### Register map, names as in the netlist, run 1

Bar = 20 µm. Other sequential cells in the stronger gray, the rest of the logic in the fainter gray.
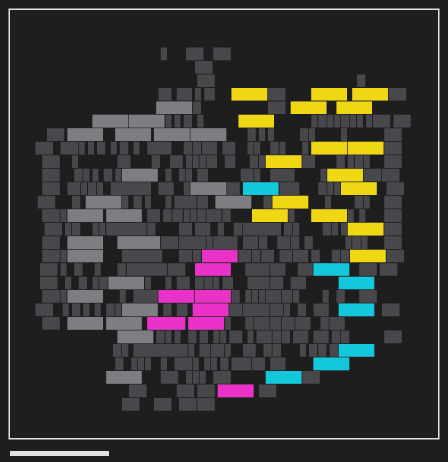
### Logic cells by family, run 1

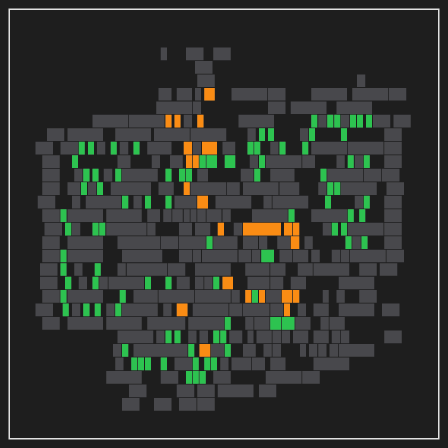
### Wiring by layer, run 1

Bar = 20 µm. Two of the layers only.
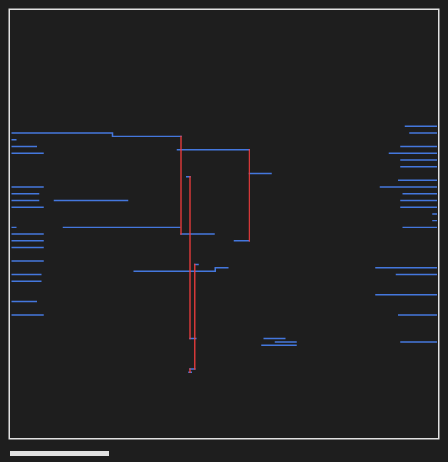
### src/rtl/gf2_poly_div_if.sv
// gf2_poly_div_if: operand/result handshake bundle for the GF(2) polynomial divider.
interface gf2_poly_div_if #(parameter int DW = 16);
    logic          in_valid;
    logic          in_ready;
    logic [DW-1:0] dividend;
    logic [7:0]    divisor;
    logic          out_valid;
    logic          out_ready;
    logic [DW-1:0] quotient;
    logic [6:0]    remainder;
    logic          div_err;
    logic          chk_err;
    modport slave (
        input  in_valid, dividend, divisor, out_ready,
        output in_ready, out_valid, quotient, remainder, div_err, chk_err
    );
    modport master (
        output in_valid, dividend, divisor, out_ready,
        input  in_ready, out_valid, quotient, remainder, div_err, chk_err
    );
endinterface

### src/rtl/gf2_poly_div.sv
// gf2_poly_div: bit-serial carry-less divider, DW dividend bits by an 8-bit divisor, MSB first.
// Define GF2_DIV_SELFCHECK_EN to re-multiply the result and flag mismatches on chk_err.
module gf2_poly_div #(parameter int DW = 16) (
    input logic clk,
    input logic rst,
    gf2_poly_div_if.slave bus
);
    localparam int CW = $clog2(DW);
    typedef enum logic [1:0] {IDLE, BUSY, DONE} state_t;
    state_t        r_state, w_next;
    logic [DW-1:0] r_dividend, r_quot, w_q_n;
    logic [7:0]    r_divisor, w_shift;
    logic [6:0]    r_rem, w_red;
    logic [CW-1:0] r_idx;
    logic [2:0]    w_d;
    logic          r_div_err, r_chk_err, w_acc, w_hit, w_chk;
    always_comb begin
        w_d = '0;
        for (int k = 0; k < 8; k++) if (r_divisor[k]) w_d = 3'(k);
    end
    assign w_acc   = (r_state == IDLE) && bus.in_valid;
    assign w_shift = {r_rem, r_dividend[r_idx]};
    assign w_hit   = w_shift[w_d];
    assign w_red   = w_hit ? w_shift[6:0] ^ r_divisor[6:0] : w_shift[6:0];
    assign w_q_n   = {r_quot[DW-2:0], w_hit};
`ifdef GF2_DIV_SELFCHECK_EN
    logic [DW+6:0] w_prod;
    always_comb begin
        w_prod = '0;
        for (int k = 0; k < 8; k++) if (r_divisor[k]) w_prod = w_prod ^ ({7'b0, w_q_n} << k);
    end
    // Product bits above DW mean the quotient cannot reproduce a DW-bit dividend.
    assign w_chk = (|w_prod[DW+6:DW]) | ((w_prod[DW-1:0] ^ {{(DW-7){1'b0}}, w_red}) != r_dividend);
`else
    assign w_chk = 1'b0;
`endif
    always_comb begin
        w_next = r_state;
        case (r_state)
            IDLE:    w_next = bus.in_valid ? ((bus.divisor == '0) ? DONE : BUSY) : IDLE;
            BUSY:    w_next = (r_idx == '0) ? DONE : BUSY;
            DONE:    w_next = bus.out_ready ? IDLE : DONE;
            default: w_next = IDLE;
        endcase
    end
    always_ff @(posedge clk) begin
        if (rst) begin
            r_state    <= IDLE;
            r_dividend <= '0;
            r_divisor  <= '0;
            r_quot     <= '0;
            r_rem      <= '0;
            r_idx      <= '0;
            r_div_err  <= 1'b0;
            r_chk_err  <= 1'b0;
        end else begin
            r_state <= w_next;
            if (w_acc) begin
                r_dividend <= bus.dividend;
                r_divisor  <= bus.divisor;
                r_quot     <= '0;
                r_rem      <= '0;
                r_idx      <= CW'(DW - 1);
                r_div_err  <= (bus.divisor == '0);
                r_chk_err  <= 1'b0;
            end else if (r_state == BUSY) begin
                r_rem  <= w_red;
                r_quot <= w_q_n;
                r_idx  <= r_idx - 1'b1;
                if (r_idx == '0) r_chk_err <= w_chk;
            end
        end
    end
    assign bus.in_ready  = (r_state == IDLE);
    assign bus.out_valid = (r_state == DONE);
    assign bus.quotient  = r_quot;
    assign bus.remainder = r_rem;
    assign bus.div_err   = r_div_err;
    assign bus.chk_err   = r_chk_err;
endmodule
### src/flat_wrapper.sv
// flat-port wrapper written by rule: the top's interface ports become plain ports
module gf2_poly_div_flat 
#(parameter int DW = 16)
  (clk, rst, bus_in_valid, bus_dividend, bus_divisor, bus_out_ready, bus_in_ready, bus_out_valid, bus_quotient, bus_remainder, bus_div_err, bus_chk_err);
  gf2_poly_div_if #(.DW(DW)) bus_i ();
  input logic clk;
  input logic rst;
  input wire logic [$bits(bus_i.in_valid)-1:0] bus_in_valid;
  input wire logic [$bits(bus_i.dividend)-1:0] bus_dividend;
  input wire logic [$bits(bus_i.divisor)-1:0] bus_divisor;
  input wire logic [$bits(bus_i.out_ready)-1:0] bus_out_ready;
  output wire logic [$bits(bus_i.in_ready)-1:0] bus_in_ready;
  output wire logic [$bits(bus_i.out_valid)-1:0] bus_out_valid;
  output wire logic [$bits(bus_i.quotient)-1:0] bus_quotient;
  output wire logic [$bits(bus_i.remainder)-1:0] bus_remainder;
  output wire logic [$bits(bus_i.div_err)-1:0] bus_div_err;
  output wire logic [$bits(bus_i.chk_err)-1:0] bus_chk_err;
  assign bus_i.in_valid = bus_in_valid;
  assign bus_i.dividend = bus_dividend;
  assign bus_i.divisor = bus_divisor;
  assign bus_i.out_ready = bus_out_ready;
  assign bus_in_ready = bus_i.in_ready;
  assign bus_out_valid = bus_i.out_valid;
  assign bus_quotient = bus_i.quotient;
  assign bus_remainder = bus_i.remainder;
  assign bus_div_err = bus_i.div_err;
  assign bus_chk_err = bus_i.chk_err;
  gf2_poly_div #(.DW(DW)) u_core (.clk(clk), .rst(rst), .bus(bus_i));
endmodule
### config.mk
export PLATFORM = sky130hd
export DESIGN_NAME = gf2_poly_div_flat
export DESIGN_NICKNAME = d
export VERILOG_FILES = /design/src/rtl/gf2_poly_div_if.sv /design/src/rtl/gf2_poly_div.sv /design/src/flat_wrapper.sv
export SDC_FILE = /design/constraint.sdc
export NUM_CORES = 1
export LEC_CHECK = 0
export ABC_AREA = 0
export CAP_MARGIN = 0
export CORE_MARGIN = 5
export CORE_UTILIZATION = 40
export DETAILED_ROUTE_END_ITERATION = 10
export MAX_ROUTING_LAYER = met4
export PLACE_DENSITY = 0.8
export SYNTH_ARGS = -nofsm -noshare
export SYNTH_HDL_FRONTEND = slang
export SYNTH_SLANG_ARGS = --single-unit
export TNS_END_PERCENT = 5
### constraint.sdc
create_clock -name clk -period 1.9 [get_ports clk]
set_input_delay 0.285 -clock clk [delete_from_list [all_inputs] [get_ports clk]]
set_output_delay 0.285 -clock clk [all_outputs]
set_load 0.01 [all_outputs]
==> flow_metrics.env, run 1 <==
# yosys + openroad results
export IMPL_drive_gt1_share_pct=12.7
export IMPL_ir_drop_v=0.000406
export IMPL_timing_hold_ws_ns=0.457
export IMPL_cts_buffers=5
export IMPL_postSynthSeqShare_pct=46.4
export IMPL_warnings=29
export IMPL_placed_cell_area_um2=3000
export IMPL_tns_ns=-0.207
export IMPL_hold_viol=0
export IMPL_fin_skew_ns=0.0103
export IMPL_fmax_ghz=0.513
export IMPL_ff_type="dfxtp_1"
export IMPL_rsz0062_at_grt="yes"
export IMPL_period_needed_ns=1.95
export IMPL_async_flop_share_pct=0
export IMPL_n_antenna_cell=0
export IMPL_syn_to_final_growth_pct=35.9
export IMPL_floorplan_core_util_pct=41.8
export IMPL_placed_cells_incl_taps=415
export IMPL_synthAdderAreaFrac_pct=0.536
export IMPL_logic_family="simple AND/OR/NAND/NOR gates"
export IMPL_post_route_drc_count=0
export IMPL_p_leak_nw=1.13
export IMPL_yosys_area_um2=2330
export IMPL_ys_sh_aoi_pct=17.7
export IMPL_firstDrtPassIters=4
export IMPL_ys_sh_simple_pct=21.2
export IMPL_clk_pin_slew_worst_paths_ns=0.10
export IMPL_finalMaxSlewViolations=0
export IMPL_syn_area_um2=2330
export IMPL_xor_area_share_pct=3.76
export IMPL_core_um2=5570
export IMPL_violations="negative setup slack"
export IMPL_top_cell_area_share_pct=46.4
export IMPL_syn_nets=322
export IMPL_via_per_inst=5.05
export IMPL_top_area_cell="dfxtp_1"
export IMPL_edf_count=0
export IMPL_cts_sinks=54
export IMPL_critPathMaxFanout=8
export IMPL_crit_slowest_cell="dfxtp_4"
export IMPL_crit_required_ns=2.09
export IMPL_antenna_found_initial=0
export IMPL_worst_slew_pin_transition_ns=0.514
export IMPL_top_cells_by_area="dfxtp_1 (46%), nand2_1 (14%), a21oi_1 (12%)"
export IMPL_clk_latency_ns=0.31
export IMPL_critPathMaxStageDelay_ns=0.38
export IMPL_dieWidth_um=86.4
export IMPL_die_y_um=86.4
export IMPL_cts_buffer_depth=2
export IMPL_max_slew_margin_pct=65.4
export IMPL_numSynthFlops=54
export IMPL_antenna_left=0
export IMPL_fin_area_um2=3170
export IMPL_syn_avg_cell_area_um2=7.96
export IMPL_critPathKind="flip-flop to flip-flop"
export IMPL_layout_nets=382
export IMPL_cp_num_buf_inv=1
export IMPL_p_per_area_nw_per_um2=814
export IMPL_setup_violations=7
export IMPL_mux_share_pct=5.36
export IMPL_track_usage_pct=14.4
export IMPL_io_pins=55
export IMPL_critPathLaunchType="flip-flop"
export IMPL_fp_row_count=27
export IMPL_path_delay_family="multiplexers"
export IMPL_yosys_cell_types_count=33
export IMPL_port_buffers=53
export IMPL_overflow=0
export IMPL_end_kind="flip-flop"
export IMPL_worst_hold_path_type="flip-flop to flip-flop"
export IMPL_status="finished with violations"
export IMPL_cts_hold_buf=0
export IMPL_clockRootBuffer="clkbuf_8"
export IMPL_dp_hpwl_um=3900
export IMPL_first_global_vias=1973
export IMPL_top_cell="nand2_1"
export IMPL_first_iter_violations=67
export IMPL_htree_levels=2
export IMPL_die_area_um2=7460
export IMPL_post_route_period_util_pct=103
export IMPL_netlist_instances=293
export IMPL_yosys_cells=293
export IMPL_setup_slack_ns=-0.0507
export IMPL_drv_cap=0
export IMPL_ys_warn_count=0
export IMPL_gp_congestion=0.853
export IMPL_wl_um=5190
export IMPL_crit_arrival_ns=2.15
export IMPL_grt_max_degree=31
export IMPL_netlist_top_cells_count="nand2_1 (85), a21oi_1 (55), dfxtp_1 (54), clkbuf_1 (18)"
export IMPL_grt_pass1_wl_um=8650
export IMPL_worstPathCellList="mux4_2, mux2i_1, mux2_4, nor4_4, buf_6, o21ai_1, xnor2_1, a21oi_1"
export IMPL_cts_tree="yes"
About 'Register map, names as in the netlist':
u_core.bus.remainder -> cyan  # flops 7
u_core.bus.quotient -> yellow  # flops 16
u_core.r_divisor -> magenta  # flops 8
not colored = 23
sequential share of cell area: 34.3%
register area: 1090 µm²
fin util: 56.9%
Seq power: 0.00126 W

About 'Logic cells by family':
nand cells -> green  # cells 90, most used nand2_1
nor cells -> orange  # cells 23, most used nor2_1, where center
fin cells: 426
top logic cell by instance count in the layout: nand2_1
Comb area share: 36.8%

About 'Wiring by layer':
metal 4 -> red  # wire length 92.5 µm
metal 3 -> blue  # wire length 360 µm
WL/cell: 12.2 µm
via count: 2,151

-- run 1: worst register-to-register path, cell delays in order, from the launching register on --
cell	delay [ns]
dfxtp_4	0.38
mux4_2	0.34
mux2i_1	0.07
mux2_4	0.29
nor4_4	0.28
buf_6	0.18
o21ai_1	0.08
xnor2_1	0.15
a21oi_1	0.08
-- run 1: worst paths after layout --
kind                                   to                  from  slack (ns)  cells after the start
hold reg to reg      u_core.r_dividend[4]  u_core.r_dividend[4]        0.46                      2
setup reg to reg  u_core.bus.remainder[3]       u_core.r_idx[1]       -0.05                      8
setup / recovery  u_core.bus.remainder[3]       u_core.r_idx[1]       -0.05                      8
hold / removal       u_core.r_dividend[4]  u_core.r_dividend[4]        0.46                      2
-- run 1: layout make-up --
cell class / instances / area (µm²)
Tap cell: 72 / 90.1
Clock buffer: 5 / 68.8
Timing Repair Buffer: 74 / 692
Multi-Input combinational cell: 212 / 1170
Clock inverter: 3 / 45.0
Sequential cell: 54 / 1090
Inverter: 6 / 22.5
Fill cell: 518 / 2400
-- run 1: logic make-up after synthesis --
group / after synthesis
multiplexers: 7
AND-OR/OR-AND: 78
XOR/XNOR: 10
buffers and inverters: 27
flip-flops: 54
other: 1
adder cells (fa/ha/maj): 1
AND/OR/NAND/NOR: 115
-- run 1: sequential cells by signal, summed over array words and instances, names as in the netlist --
| signal | cells |
|---|---|
| u_core.bus.quotient | 16 |
| u_core.bus.div_err | 1 |
| u_core.r_idx | 4 |
| u_core.r_dividend | 16 |
| u_core.r_divisor | 8 |
| u_core.bus.remainder | 7 |
| u_core.r_state | 2 |
-- run 1: what timing repair did --
item | in CTS | in global routing
pin swaps | 4 | 1
setup endpoints to repair | 8 | 8
buffers inserted | 4 | 0
gates resized | 9 | 5
-- run 1: layer usage --
metal  global-route usage [%]  wire [µm]
met1                     17.0       2210
met2                     24.3       2520
met3                     3.42        359
met4                     4.25         92
met5                        -          0
-- run 1: through the flow --
stage | worst slack (ns) | power (W)
6_report | -0.0507 | 0.00258
5_1_grt | -0.176 | 0.00272
4_1_cts | -0.0448 | 0.00260
3_5_place_dp | -0.255 | 0.00180
3_3_place_gp | -0.162 | 0.00179
2_1_floorplan | -0.000717 | 0.00161
-- run 1: cells in the final DEF, fill, tap and decap left out, types with 4 or more instances in the layout --
cell and n:
dfxtp_1 52, clkbuf_8 5, inv_1 6, nand2_1 85, mux4_2 4, clkdlybuf4s50_1 53, o21ai_0 9, buf_4 20
xor2_1 5, a21oi_1 55, xnor2_1 5, o21ai_2 4, nor2_1 12, nor4_1 4
-- run 1: report_power, final --
group	internal (W)	leakage, nW	switching, W
Combinational	0.000278	0.634	0.000275
Sequential	0.00120	0.442	0.0000620
Clock	0.000392	0.0504	0.000372
--- run 2 (diff from run 1) ---
--- a/config.mk
+++ b/config.mk
@@ -10,6 +10,7 @@
 export CORE_MARGIN = 5
 export CORE_UTILIZATION = 40
 export DETAILED_ROUTE_END_ITERATION = 10
+export HOLD_SLACK_MARGIN = 0.06
 export MAX_ROUTING_LAYER = met4
 export PLACE_DENSITY = 0.8
 export SYNTH_ARGS = -nofsm -noshare
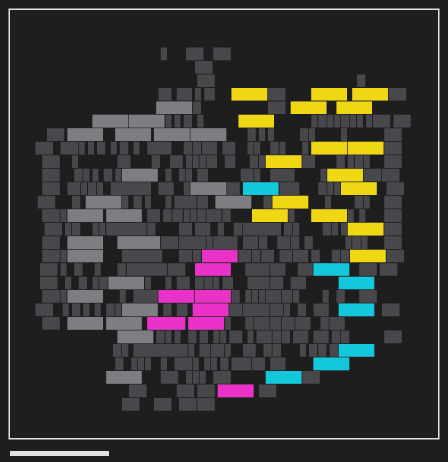
*Register map, names as in the netlist, run 2*
Bar = 20 µm. Other sequential cells in the stronger gray, the rest of the logic in the fainter gray.
u_core.bus.remainder -> cyan  # flops 7
u_core.bus.quotient -> yellow  # flops 16
u_core.r_divisor -> magenta  # flops 8

==> flow_metrics.env, run 2 <==
# yosys + openroad results
export IMPL_status="finished with violations"
export IMPL_violations="negative setup slack"
export IMPL_first_global_vias=1973
export IMPL_die_y_um=86.4
export IMPL_syn_avg_cell_area_um2=7.96
export IMPL_holdCritStartpoint="u_core.r_dividend[4]"
export IMPL_ys_warn_count=0
export IMPL_timing_hold_ws_ns=0.457
export IMPL_wl_um=5190
export IMPL_via_per_inst=5.05
export IMPL_vias=2151
export IMPL_critPathLaunchType="flip-flop"
export IMPL_lay_top_count="nand2_1"
export IMPL_netlist_top_cells_count="nand2_1 (85), a21oi_1 (55), dfxtp_1 (54), clkbuf_1 (18)"
export IMPL_setup_violations=7
export IMPL_crit_slowest_cell="dfxtp_4"
export IMPL_tns_ns=-0.207
export IMPL_dieWidth_um=86.4
export IMPL_p_leak_nw=1.13
export IMPL_clk_latency_ns=0.31
export IMPL_antenna_found_initial=0
export IMPL_crit_cells=8
export IMPL_top_cells_by_area="dfxtp_1 (46%), nand2_1 (14%), a21oi_1 (12%)"
export IMPL_cts_buffer_depth=2
export IMPL_gp_congestion=0.853
export IMPL_edf_count=0
export IMPL_ff_type="dfxtp_1"
export IMPL_worstPathCellList="mux4_2, mux2i_1, mux2_4, nor4_4, buf_6, o21ai_1, xnor2_1, a21oi_1"
export IMPL_post_route_period_util_pct=103
export IMPL_max_slew_margin_pct=65.4
export IMPL_crit_start="u_core.r_idx[1]"
export IMPL_firstDrtPassIters=4
export IMPL_grt_max_degree=31
export IMPL_layout_top_cells="nand2_1 (85), a21oi_1 (55), clkdlybuf4s50_1 (53)"
export IMPL_cts_sinks=54
export IMPL_warnings=29
export IMPL_critPathMaxStageDelay_ns=0.38
export IMPL_end_kind="flip-flop"
export IMPL_top_cell_area_share_pct=46.4
export IMPL_critPathMaxFanout=8
export IMPL_fp_row_count=27
export IMPL_rsz0062_at_grt="yes"
export IMPL_postSynthSeqShare_pct=46.4
export IMPL_period_needed_ns=1.95
export IMPL_setup_slack_ns=-0.0507
export IMPL_cts_tree="yes"
export IMPL_post_route_drc_count=0
export IMPL_top_area_cell="dfxtp_1"
export IMPL_cp_num_buf_inv=1
export IMPL_first_iter_violations=67
export IMPL_yosys_area_um2=2330
export IMPL_floorplan_core_util_pct=41.8
export IMPL_async_flop_share_pct=0
export IMPL_crit_required_ns=2.09
export IMPL_layout_nets=382
export IMPL_syn_to_final_growth_pct=35.9
export IMPL_hold_depth=2
export IMPL_htree_levels=2
export IMPL_track_usage_pct=14.4
export IMPL_clockRootBuffer="clkbuf_8"
export IMPL_cts_buffers=5
export IMPL_finalMaxSlewViolations=0
export IMPL_syn_area_um2=2330
export IMPL_path_delay_family="multiplexers"
export IMPL_drv_cap=0
export IMPL_yosys_cell_types_count=33
export IMPL_io_pins=55
export IMPL_n_antenna_cell=0
export IMPL_fmax_ghz=0.513
export IMPL_numSynthFlops=54
export IMPL_syn_nets=322
export IMPL_clk_pin_slew_worst_paths_ns=0.10
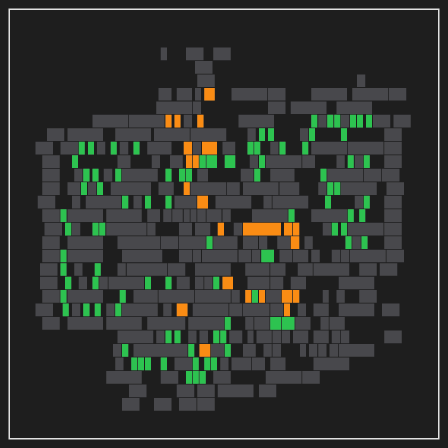
*Logic cells by family, run 2*

==> run 2: cell counts after synthesis <==
Identical to the previous run, type by type.
==> run 2: cells by family after synthesis <==
family / synth area share (%)
AOI/OAI and AO/OA: 17.7
xor gates and xnor gates: 3.76
adders and majority gates: 0.536
buffers and inverters: 4.88
DFF: 46.4
muxes: 5.36
other: 0.161
and+or+nand+nor: 21.2
==> run 2: final cells by class <==
cell class | instances | area, µm² | share of cell area (%)
clock buffers | 5 | 68.8 | 2.17
multi-input cells | 212 | 1170 | 36.8
repair buffers | 74 | 692 | 21.8
well taps | 72 | 90.1 | 2.84
clock inverters | 3 | 45.0 | 1.42
inverters | 6 | 22.5 | 0.710
flip-flops and latches | 54 | 1090 | 34.3
==> run 2: worst paths after layout <==
check                                  to  slack (ns)
setup / recovery  u_core.bus.remainder[3]       -0.05
hold / removal       u_core.r_dividend[4]        0.46
setup reg to reg  u_core.bus.remainder[3]       -0.05
hold reg to reg      u_core.r_dividend[4]        0.46
==> run 2: repair_timing <==
| action | CTS | global route |
|---|---|---|
| gates cloned | 0 | 0 |
| hold buffers | 0 | 0 |
| pin swaps | 4 | 1 |
| buffers inserted | 4 | 0 |
| resized | 9 | 5 |
| setup endpoints to repair | 8 | 8 |
==> run 2: through the flow <==
step                cell area, µm²  utilization (%)  total power [W]  instances  worst slack (ns)
global placement              3000             53.8          0.00179        415            -0.162
floorplan                     2330                -          0.00161        293         -0.000717
CTS                           3150             56.6          0.00260        426           -0.0448
global route                  3170             56.9          0.00272        426            -0.176
detailed placement            3000             53.8          0.00180        415            -0.255
finish                        3170             56.9          0.00258        426           -0.0507
==> run 2: metal layers <==
layer | GRT usage [%] | part of all wire [%] | vias up
li1 | - | - | 1103
met1 | 17.0 | 43 | 982
met2 | 24.3 | 49 | 55
met3 | 3.42 | 6.9 | 11
met4 | 4.25 | 1.8 | 0
met5 | - | 0 | -
==> run 2: where the power goes <==
group          total (W)  leakage (nW)  internal (W)  switching [W]
sequential       0.00126         0.442       0.00120      0.0000620
clock           0.000764        0.0504      0.000392       0.000372
combinational   0.000553         0.634      0.000278       0.000275
total            0.00258          1.13       0.00187       0.000710
==> run 2: worst reg2reg max path, cell delays in order, from the launching register on <==
cell     delay (ns)
dfxtp_4        0.38
mux4_2         0.34
mux2i_1        0.07
mux2_4         0.29
nor4_4         0.28
buf_6          0.18
o21ai_1        0.08
xnor2_1        0.15
a21oi_1        0.08
### Placed cells, one color a class, run 2

Bar = 20 µm.
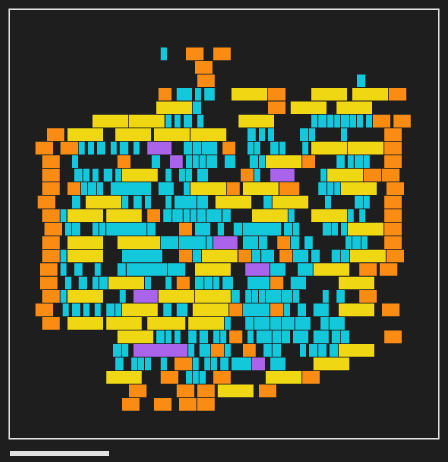

--- run 3 (diff from run 2) ---
--- a/config.mk
+++ b/config.mk
@@ -12,7 +12,7 @@
 export DETAILED_ROUTE_END_ITERATION = 10
 export HOLD_SLACK_MARGIN = 0.06
 export MAX_ROUTING_LAYER = met4
-export PLACE_DENSITY = 0.8
+export PLACE_DENSITY = 0.77
 export SYNTH_ARGS = -nofsm -noshare
 export SYNTH_HDL_FRONTEND = slang
 export SYNTH_SLANG_ARGS = --single-unit
==> constraint.sdc (replaced) <==
create_clock -name clk -period 2.1 [get_ports clk]
set_input_delay 0.315 -clock clk [delete_from_list [all_inputs] [get_ports clk]]
set_output_delay 0.315 -clock clk [all_outputs]
set_load 0.01 [all_outputs]
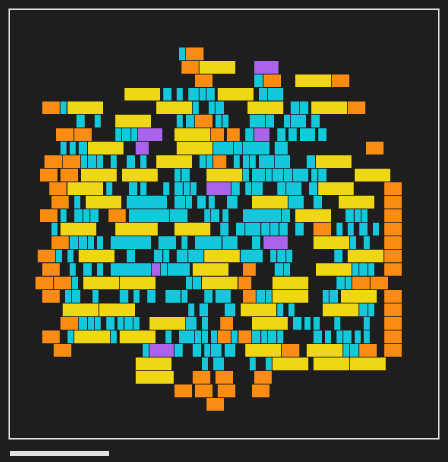
*Placed cells, one color a class, run 3*
Bar = 20 µm.
sequential cells -> yellow  # cells 54, share of their area 37%
remaining buffers and delay cells -> orange  # cells 62, share of their area 20%
combinational and other logic -> cyan  # cells 218, share of their area 40%
clock drivers and dummy loads -> purple  # cells 8, share of their area 3.1%
Final Instance Area: 3040 µm²
sequential share of cell area: 35.7%
fin util: 54.5%

==> flow_metrics.env, run 3 <==
# yosys + openroad results
export IMPL_netlist_top_cells_count="nand2_1 (85), a21oi_1 (55), dfxtp_1 (54), clkbuf_1 (18)"
export IMPL_critPathMaxFanout=7
export IMPL_gr_usage_met3_pct=3.71
export IMPL_layout_top_cells="nand2_1 (85), a21oi_1 (55), clkdlybuf4s50_1 (53)"
export IMPL_numSynthFlops=54
export IMPL_xor_area_share_pct=3.76
export IMPL_rsz0062_at_grt="yes"
export IMPL_antenna_found_initial=0
export IMPL_first_global_vias=1972
export IMPL_die_area_um2=7460
export IMPL_dieWidth_um=86.4
export IMPL_use_met2_pct=24.2
export IMPL_synthAdderAreaFrac_pct=0.536
export IMPL_ff_type="dfxtp_1"
export IMPL_yosys_cell_types_count=33
export IMPL_status="finished, final reports clean"
export IMPL_lay_top_count="nand2_1"
export IMPL_antenna_left=0
export IMPL_postSynthSeqShare_pct=46.4
export IMPL_top_cells_by_area="dfxtp_1 (46%), nand2_1 (14%), a21oi_1 (12%)"
export IMPL_end_kind="flip-flop"
export IMPL_fin_total_pwr_w=0.00217
export IMPL_edf_count=0
export IMPL_cts_sinks=54
export IMPL_syn_nets=322
export IMPL_drv_cap=0
export IMPL_io_pins=55
export IMPL_die_y_um=86.4
export IMPL_max_slew_margin_pct=61.2
export IMPL_clk_latency_ns=0.32
export IMPL_top_area_cell="dfxtp_1"
export IMPL_syn_avg_cell_area_um2=7.96
export IMPL_finalMaxSlewViolations=0
export IMPL_post_route_drc_count=0
export IMPL_cts_tree="yes"
export IMPL_yosys_area_um2=2330
export IMPL_setup_violations=0
export IMPL_post_route_period_util_pct=96.3
export IMPL_period_needed_ns=2.02
export IMPL_async_flop_share_pct=0
export IMPL_fmax_ghz=0.495
export IMPL_clk_pin_slew_worst_paths_ns=0.10
export IMPL_seq_area_um2=1090
export IMPL_htree_levels=2
export IMPL_ys_sh_simple_pct=21.2
export IMPL_cts_buffer_depth=2
export IMPL_syn_area_um2=2330
export IMPL_comb_area_um2=1150
export IMPL_via_per_inst=5.01
export IMPL_worst_slew_pin_transition_ns=0.582
export IMPL_crit_required_ns=2.30
export IMPL_p_leak_nw=1.06
export IMPL_n_antenna_cell=0
export IMPL_first_iter_violations=79
export IMPL_vias=2074
export IMPL_logic_family="simple AND/OR/NAND/NOR gates"
export IMPL_ys_warn_count=0
export IMPL_gp_congestion=0.802
export IMPL_warnings=27
export IMPL_grtUsageMet1_pct=16.5
export IMPL_firstDrtPassIters=4
export IMPL_mux_share_pct=5.36
export IMPL_critPathLaunchType="flip-flop"
export IMPL_floorplan_core_util_pct=41.8
export IMPL_layout_nets=370
export IMPL_ys_sh_aoi_pct=17.7
export IMPL_grt_max_degree=32
export IMPL_holdCritStartpoint="u_core.bus.quotient[15]"
export IMPL_crit_start="u_core.r_idx[1]"
export IMPL_tns_ns=0
export IMPL_syn_to_final_growth_pct=30.3
export IMPL_cts_buffers=5
export IMPL_fp_row_count=27
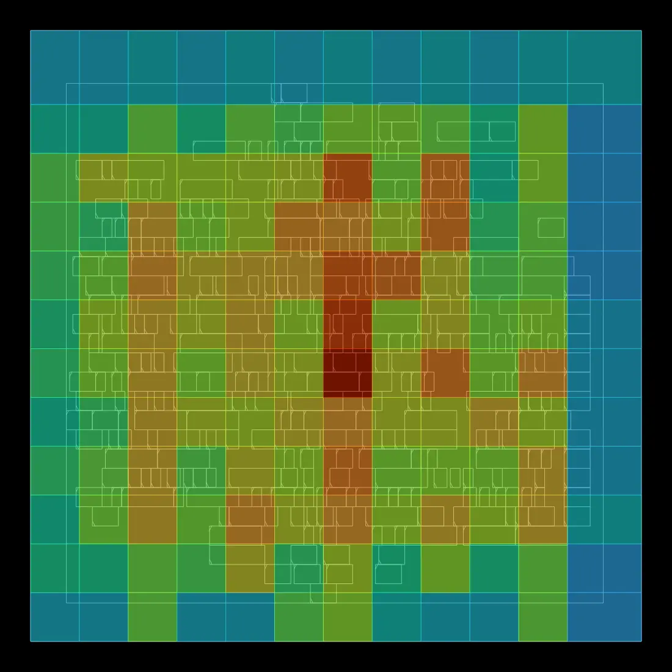
*Routing congestion, run 3*
busiest grt layer: met2
GRT Total Usage: 14.3%

==> run 3: layout make-up <==
type | instances | share of cell area [%]
clock buffer | 5 | 2.27
timing repair buffer | 62 | 19.7
clock inverter | 3 | 0.700
tap | 72 | 2.97
multi-input combinational | 212 | 37.9
sequential | 54 | 35.7
inverter | 6 | 0.741
==> run 3: what timing repair did <==
action / in CTS / in global routing
pin swaps: 0 / 1
gates resized: 1 / 5
endpoints found under the setup margin: 1 / 7
hold buffers: 0 / 0
setup buffers: 0 / 1
==> run 3: per-stage QoR <==
step / setup slack, ns / instances / cell area (µm²) / hold WS [ns] / util [%]
4_1_cts: 0.0549 / 413 / 3020 / 0.462 / 54.1
3_3_place_gp: 0.0789 / 405 / 2920 / 0.441 / 52.5
3_5_place_dp: 0.00495 / 405 / 2920 / 0.448 / 52.5
6_report: 0.0780 / 414 / 3040 / 0.458 / 54.5
2_1_floorplan: 0.199 / 293 / 2330 / 0.433 / -
5_1_grt: -0.0648 / 414 / 3040 / 0.482 / 54.5
==> run 3: path summary, 6_finish.rpt <==
check | endpoint | slack (ns) | cells after the start
max | u_core.bus.remainder[6] | 0.08 | 8
min | u_core.bus.quotient[15] | 0.46 | 2
max reg2reg | u_core.bus.remainder[6] | 0.08 | 8
min reg2reg | u_core.bus.quotient[15] | 0.46 | 2
==> run 3: worst max-delay path: stages, from the launching register on <==
cell and delay [ns]:
dfxtp_4 0.39, mux4_2 0.33, mux2i_1 0.07, mux2_4 0.30
nor4_4 0.30, buf_4 0.19, o21ai_0 0.10, xnor2_1 0.16
a21oi_1 0.08
==> run 3: cells by family (layout without fill, tap and decap cells) <==
kind of cell | after synthesis | in the layout
adder cells (fa/ha/maj) | 1 | 1
AND/OR/NAND/NOR | 115 | 115
other | 1 | 1
flip-flops | 54 | 54
multiplexers | 7 | 7
AND-OR/OR-AND | 78 | 78
XOR/XNOR | 10 | 10
buffers and inverters | 27 | 76
==> run 3: routing by layer <==
layer  vias to the layer above  part of all wire (%)
met2                        51                    48
met4                         0                  0.93
li1                       1072                     -
met1                       945                    46
met5                         -                     0
met3                         6                   5.5
==> run 3: power by group <==
| group | internal [W] | leakage [nW] | total, W | switching, W |
|---|---|---|---|---|
| clock | 0.000235 | 0.0441 | 0.000585 | 0.000350 |
| combinational | 0.000213 | 0.573 | 0.000441 | 0.000227 |
| sequential | 0.00109 | 0.442 | 0.00115 | 0.0000627 |
Power figures rest on the tool's default switching activity, not on a simulated workload.
